Figure 1. Cell density map (run 1).
(3 px per µm) 11 x 11 tiles, from black (low) to pale yellow (high), 0 to 100% covered.
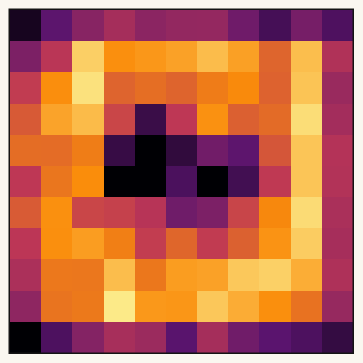
Figure 2. Wiring by layer (run 1).
(2 px per µm)
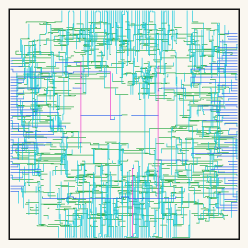
Figure 3. I/O pins on the die edge (run 1).
(3 px per µm) Pins as bars across the die edge, other pins in grey.
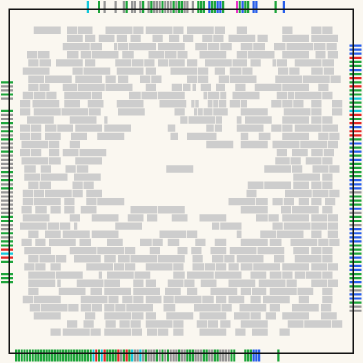
==> config.mk <==
export PLATFORM = sky130hd
export DESIGN_NAME = retire_stage_flat
export DESIGN_NICKNAME = d
export VERILOG_FILES = /design/src/rtl/retire_stage_pkg.sv /design/src/rtl/retire_stage_if.sv /design/src/rtl/retire_store_port.sv /design/src/rtl/retire_stage.sv /design/src/flat_wrapper.sv
export SDC_FILE = /design/constraint.sdc
export NUM_CORES = 1
export LEC_CHECK = 0
export CORE_MARGIN = 3
export CORE_UTILIZATION = 39
export CTS_CLUSTER_DIAMETER = 40
export CTS_CLUSTER_SIZE = 30
export DETAILED_ROUTE_END_ITERATION = 6
export GPL_ROUTABILITY_DRIVEN = 0
export PLACE_DENSITY = 0.8
export SETUP_SLACK_MARGIN = 0.15
export SYNTH_ARGS = -nofsm -noshare
export SYNTH_HDL_FRONTEND = slang
export SYNTH_HIERARCHICAL = 1
export SYNTH_SLANG_ARGS = --single-unit
export TNS_END_PERCENT = 100
==> constraint.sdc <==
create_clock -name clock -period 2.4 [get_ports clock]
set_input_delay 0.24 -clock clock [delete_from_list [all_inputs] [get_ports clock]]
set_output_delay 0.24 -clock clock [all_outputs]
set_load 0.01 [all_outputs]
==> impl.org, run 1 <==
#+TITLE: Synthesis and PnR summary

** GRT
- Global-route wire length before repair :: 17.9 mm
- met3 track demand over resource after global routing is 8.09%.
- Global route summary, busiest routing layer listed as met2.
- Number of global-route vias before repair :: around 3,300
- Met2 track utilization from global routing :: between 20 and 30%
- Routing usage on met1 :: 21.3%
- Entering global routing, the biggest net connects 79 pins.
- Congestion Overflow GR :: 0
- Initial antenna violation count :: 0

** Setup path
- Register-to-register path setup slack :: 0.38 ns
- The arrival time of data at the worst endpoint is listed as roughly 2.3 ns.
- In the setup report, the worst path falls into the class flop to flop.
- Crit path DRT :: 2.68 ns
- Kind of launch point of the worst setup path :: flop
- In this run the number of cells on the critical path is 4.
- The worst setup path is captured at a flop.
- Top fanout value on the critical path :: 19

** Clock network
- Resize count post-CTS :: 1
- CTS clock-pin slew for the worst setup and hold paths :: 0.05 ns
- Clock latency of the later-clocked register in the worst-skew pair :: 0.40 ns
- Per the TritonCTS log, the buffer count is 17.
- The cell sitting at the root of the clock tree is a clkbuf_16.
- TritonCTS built the clock tree.
- Maximum clock path buffer count :: 2
- CTS built an H-tree with a depth of 4.
- Post-CTS setup buffer count :: 0

** Final layout
- The final layout report lists a non-clock buffer count of 218.
- The fraction of final cell area spent on clock buffers and inverters in this run is between 7 and 8%.
- 112 cells are multi-input combinational gates.
- After layout the signal buffers, clock cells excluded, come to 29.6% of cell area.
- Net count of the finished layout :: ~600
- Reg area :: 0.00305 mm²
- Per the layout area report, the combinational fraction of cell area is between 10% and 20%.
- Per the area breakdown, the dominant cell category is flip-flops and latches.
- After routing the design area is 0.00734 mm².
- The most common logic cell in the final layout is clkdlybuf4s50_1.
- Area growth from synthesis to layout :: 60.7%
- In the final layout, the fill cell count is slightly above 800.
- Ranking logic cells in the layout by count gives the top entries 208 x clkdlybuf4s50_1, 122 x dfrtp_1, 49 x mux2_4.
- Leaving out buffers and inverters, the combinational logic in the layout accounts for around 0.0014 mm².
- Per the layout area report, the sequential fraction of cell area is 41.6%.

** Floorplan
- Standard-cell row count :: 38
- Chip width :: 114 µm
- At the floorplan stage, the core utilization is reported as roughly two fifths.
- Number of tapcells :: 140
- I/O pin cnt :: 243

** Placement
- OpenSTA, run right after detailed placement, puts the worst setup slack at between 0.02 and 0.025 ns.
- Detailed placement finished with a half-perimeter wire length of 8.07 mm.
- Once placement completed, the tool counted placed cells totaling 594.

** STA
- Based on the critical path, the design can be clocked at up to 0.494 GHz.
- The critical path in the final layout is reported with a setup slack of around 0.38 ns.
- Final hold violation count :: 0
- For reference, the final report shows the max-slew violation count at 0.
- Endpoints failing setup :: 0
- After layout, the minimum clock period comes to 2.02 ns.
- In the final timing run, aggregate negative setup slack is 0 ns.
- Worst setup skew after layout :: ~0.0055 ns
- Post-route period utilization is reported as 84.3%.

** Power
- PwrDens :: 1260 mW/mm²
- Net switching is 26.8% of the power.
- The sequential power reported by the tool is 3.39 mW.
- Clock-net power :: about 2.2 mW
- The biggest slice of the total power is consumed by combinational cells.
- Power comes to 9.22 mW.
- Looking at the power breakdown, sequential logic takes 36.7% of the total.
- Combinational cell power :: 3.59 mW
- The share of total power dissipated in the clock network is approximately a quarter.

** Synthesis
- In this run the cell area of the synthesized design comes to 0.00457 mm².
- Of the total synthesized cell area, the portion taken by XOR and XNOR cells is 0%.
- Yosys reported a register bit count of 122.
- Dominant cells by area after synthesis :: dfrtp_1 67%, mux2_4 16%, mux2_2 11%
- Synthesized area divided by synthesized cell count :: 18.5 µm²
- By area, the combinational part of the netlist is dominated by multiplexers.
- The cell-mix breakdown from Yosys lists the simple-gate area share as ~1.2%.
- The synthesized netlist has a Yosys-reported chip area of 0.00457 mm².
- Counting the warning lines in the Yosys log gives 6.
- List of most frequent post-synthesis cells :: 122 x dfrtp_1, 49 x mux2_4, 46 x mux2_2
- Synthesized Nets :: between 300 and 400
- EDFF count, synth :: 0
- Number of cells in the yosys synthesis report :: ~250
- For this run, asynchronously set or reset flops after synthesis account for 100%.
- For this run the top cell type by instance count after synthesis was dfrtp_1.
- The most used flip-flop cell after synthesis is dfrtp_1.

** Hold path
- Min-Delay Path Class :: input pin to flop
- Cell count of the worst hold path :: 1

** Route
- DRC violations left :: 0
- Number of iterations in the first detailed-routing pass :: 3
- Met2 WL post-DR :: 5.64 mm
- The routed design uses 1.11 mm of met3 wire.
- Per-cell via count in the routed design :: 4.65
- The detailed router put a total of 4.42 mm of wire on met1.

** Run
- The logs give a warning total of 58.

** Run status
- Outcome :: completed
-- Figure 1 (at the start) --
The mean over all tiles is 55%. 29% of the tiles are over 75% full. 4.1% of the tiles are nearly empty. The fullest tile reaches 95%. The emptiest ninth of the die: middle.
final core utilization: 66.0%
floorplan core area: 0.0111 mm²

-- Figure 2 (at the start) --
Key: met4 = magenta [wire length 164 µm]; met2 = cyan [wire length 5,640 µm]; met3 = blue [wire length 1,110 µm]; met1 = green [wire length 4,420 µm]
routed vias: 2,908
GRT Resource Usage Total: 18.0%
total wire length after detailed routing: 11.3 mm

-- Figure 3 (at the start) --
Key: bus_mem_data = blue [pins 32, direction output, edge 22 right, 7 top, 3 bottom]; bus_rob_ir_packet = green [pins 119, direction input, edge 53 bottom, 29 right, 19 left, 18 top]; ir_fl_packet = cyan [pins 8, direction output, edge 4 bottom, 2 right, 1 top, 1 left]; ir_amt_packet = red [pins 13, direction output, edge 7 right, 4 bottom, 2 left]; bus_ir_rob_ack = magenta [pins 1, direction output, edge top]
count of buffers inserted at the top-level ports: 210
y dimension of the die: 114 µm

--- run 2 (diff from run 1) ---
--- a/config.mk
+++ b/config.mk
@@ -6,12 +6,12 @@
 export NUM_CORES = 1
 export LEC_CHECK = 0
 export CORE_MARGIN = 3
-export CORE_UTILIZATION = 39
+export CORE_UTILIZATION = 35
 export CTS_CLUSTER_DIAMETER = 40
 export CTS_CLUSTER_SIZE = 30
 export DETAILED_ROUTE_END_ITERATION = 6
 export GPL_ROUTABILITY_DRIVEN = 0
-export PLACE_DENSITY = 0.8
+export PLACE_DENSITY = 0.76
 export SETUP_SLACK_MARGIN = 0.15
 export SYNTH_ARGS = -nofsm -noshare
 export SYNTH_HDL_FRONTEND = slang
==> constraint.sdc (replaced) <==
create_clock -name clock -period 1.6 [get_ports clock]
set_input_delay 0.16 -clock clock [delete_from_list [all_inputs] [get_ports clock]]
set_output_delay 0.16 -clock clock [all_outputs]
set_load 0.01 [all_outputs]
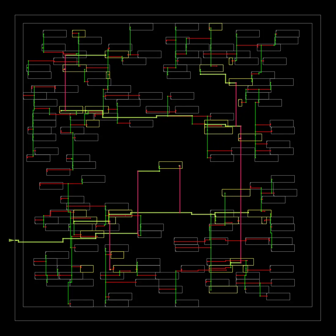
Figure 4: run 2, clock wiring as the flow saved it.
final-layout clock buffer total: 26
worst setup skew after layout: 0.00483 ns
clock latency of the later-clocked register in the worst-skew pair: 0.41 ns
number of sinks driven by the clock tree: 122

==> run 2 against run 1 <==
- the run now ends with negative setup slack left
- maximum frequency increased by 6.7%
- global-route usage decreased by 0.15 points
- clock skew decreased by 0.00064 ns
- non-clock buffer count increased by 23
- critical endpoint is now u_core/squash_pc[1]
==> impl.org, run 2 <==
#+TITLE: Synthesis and PnR summary

** Run status
- Outcome :: complete, but fails checks
- The checks that failed: negative setup slack.

** Final layout
- Sequential share of cell area :: 38.8% (-2.8 points)
- In the final design, more cell area goes to flip-flops and latches than to any other class.
- The number of fill cells in the layout came to 980 (+21%).
- The relative area of non-clock buffer cells in the final design is 32.0% (+2.4 points).
- The multi-input logic portion of the cell area came to 18.3% (-0.77 points).
- Multi-input gate count :: 112 (unchanged)
- Per the cell usage report, the commonest logic cells after layout are 122 x dfrtp_1, 105 x dlygate4sd2_1, 88 x clkdlybuf4s50_1.
- Most frequent logic cell in the layout :: dfrtp_1
- Between the synthesized netlist and the finished layout, the area growth was recorded as 72.2%.
- The net count reported at finish was 619 (+3.9%).
- Comb. cell area :: 0.00144 mm² (+2.8%)
- The cell area after layout came to 0.00786 mm² (+7.1%).

** Power
- Seq pwr share :: 36.4% (-0.3 points)
- The reported clock group power was 3.97 mW (+77%).
- The reported sequential group power was 5.01 mW (+48%).
- The net switching share of the total power is 27.5% (+0.69 points).
- Combinational cell power :: 4.79 mW (+33%)
- Pwr Total :: 13.8 mW (+49%)
- Largest Pwr Group :: registers

** STA
- The final max-slew violation count came to 0 (unchanged).
- The post-layout worst setup margin came to -0.295 ns (-0.672 ns).
- The total setup violations reported at the end of the flow was 81 (+81).
- The number of hold violations in the final report is 0 (unchanged).
- Final TNS setup :: -12.72 ns (-12.72 ns)
- Crit share post-route :: 118% (+34 points)
- Crit path time final :: 1.89 ns (-0.128 ns)
- The maximum achievable frequency came to 0.528 GHz (+6.7%).

** Placement
- Placed Instances :: 630 (+6.1%)
- Count of buffers inserted at the top-level ports :: 210 (unchanged)
- The worst slack at placement was -0.580 ns (-0.600 ns).

** Route
- DRC violations left :: 0 (unchanged)
- Wire length on met3 :: 1.14 mm (+2.8%)
- The detailed route wirelength on metal2 is 6.23 mm (+11%).
- The via count is 3,065 (+5.4%).
- The detailed-router iteration count before antenna repair came to 4 (+1).
- The final wirelength was 12.3 mm (+8.7%).

** Synthesis
- In the post-synthesis netlist, the cell with the most instances is dfrtp_1.
- The synthesis report lists the most area-consuming cells as dfrtp_1 67%, mux2_4 16%, mux2_2 11%.
- List of most frequent post-synthesis cells :: 122 x dfrtp_1, 49 x mux2_4, 46 x mux2_2
- Synthesized area divided by synthesized cell count :: 18.5 µm² (unchanged)
- Proportion of register bits with asynchronous set or reset after synthesis :: 100% (unchanged)
- The area share of and/or/nand/nor cells after synthesis is 1.18% (unchanged).
- Dominant register cell :: dfrtp_1
- The cell count in the Yosys report is 247 (unchanged).
- The share of the synthesized netlist area taken by xor and xnor gates came to 0% (unchanged).
- The number of enable flip-flop cells came to 0 (unchanged).
- Synthesis warning total :: 6 (unchanged)

** Clock network
- Number of buffers created by CTS :: 17 (unchanged)
- Maximum clock path buffer count :: 2 (unchanged)
- CTS clock-pin slew for the worst setup and hold paths :: 0.05 ns (about the same)
- Resize count post-CTS :: 125 (+124)
- The tree is rooted in a clkbuf_16.
- Number of levels the H-tree was split into :: 4 (unchanged)

** Floorplan
- The die extent in y is 120 µm (+5.3%).
- Number of tapcells :: 172 (+23%)
- The number of standard-cell rows in the floorplan was 41 (+7.9%).
- Chip width :: 120 µm (+5.3%)

** GRT
- The global routing usage on met1 is 20.5% (-0.87 points).
- The number of global-route vias before repair was 3,530 (+6.5%).
- met2 is the most crowded layer.
- Congestion Overflow GR :: 0 (unchanged)
- The global routing usage summed across all routing layers was 17.8% (-0.15 points).
- Largest net degree at the start of global routing :: 50 (-37%)

** Run
- The number of warning messages in the logs is 61 (+5.2%).

** Setup path
- Kind of launch point of the worst setup path :: flop
- Crit path DRT :: 1.89 ns (-0.79 ns)
- The critical path depth was 4 (unchanged).
- The worst-case register-to-register setup slack was -0.29 ns (-0.67 ns).
- Critical Path End Type :: flop
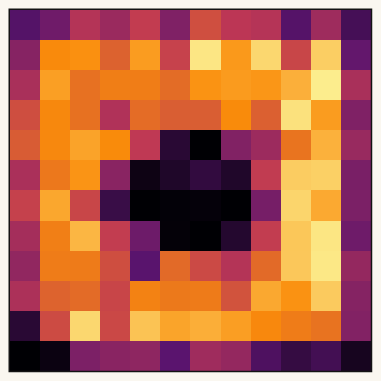
Figure 5: run 2, cell density map.
(3 px per µm) 12 x 12 tiles, from black (low) to pale yellow (high), 0 to 100% covered.
5.6% of the tiles are nearly empty. The emptiest ninth of the die: middle. 24% of the tiles are over 75% full.
floorplan core area: 0.0127 mm²
final core utilization: 62.0%
effective utilization at floorplan: 36.0%

Power figures rest on the tool's default switching activity, not on a simulated workload.
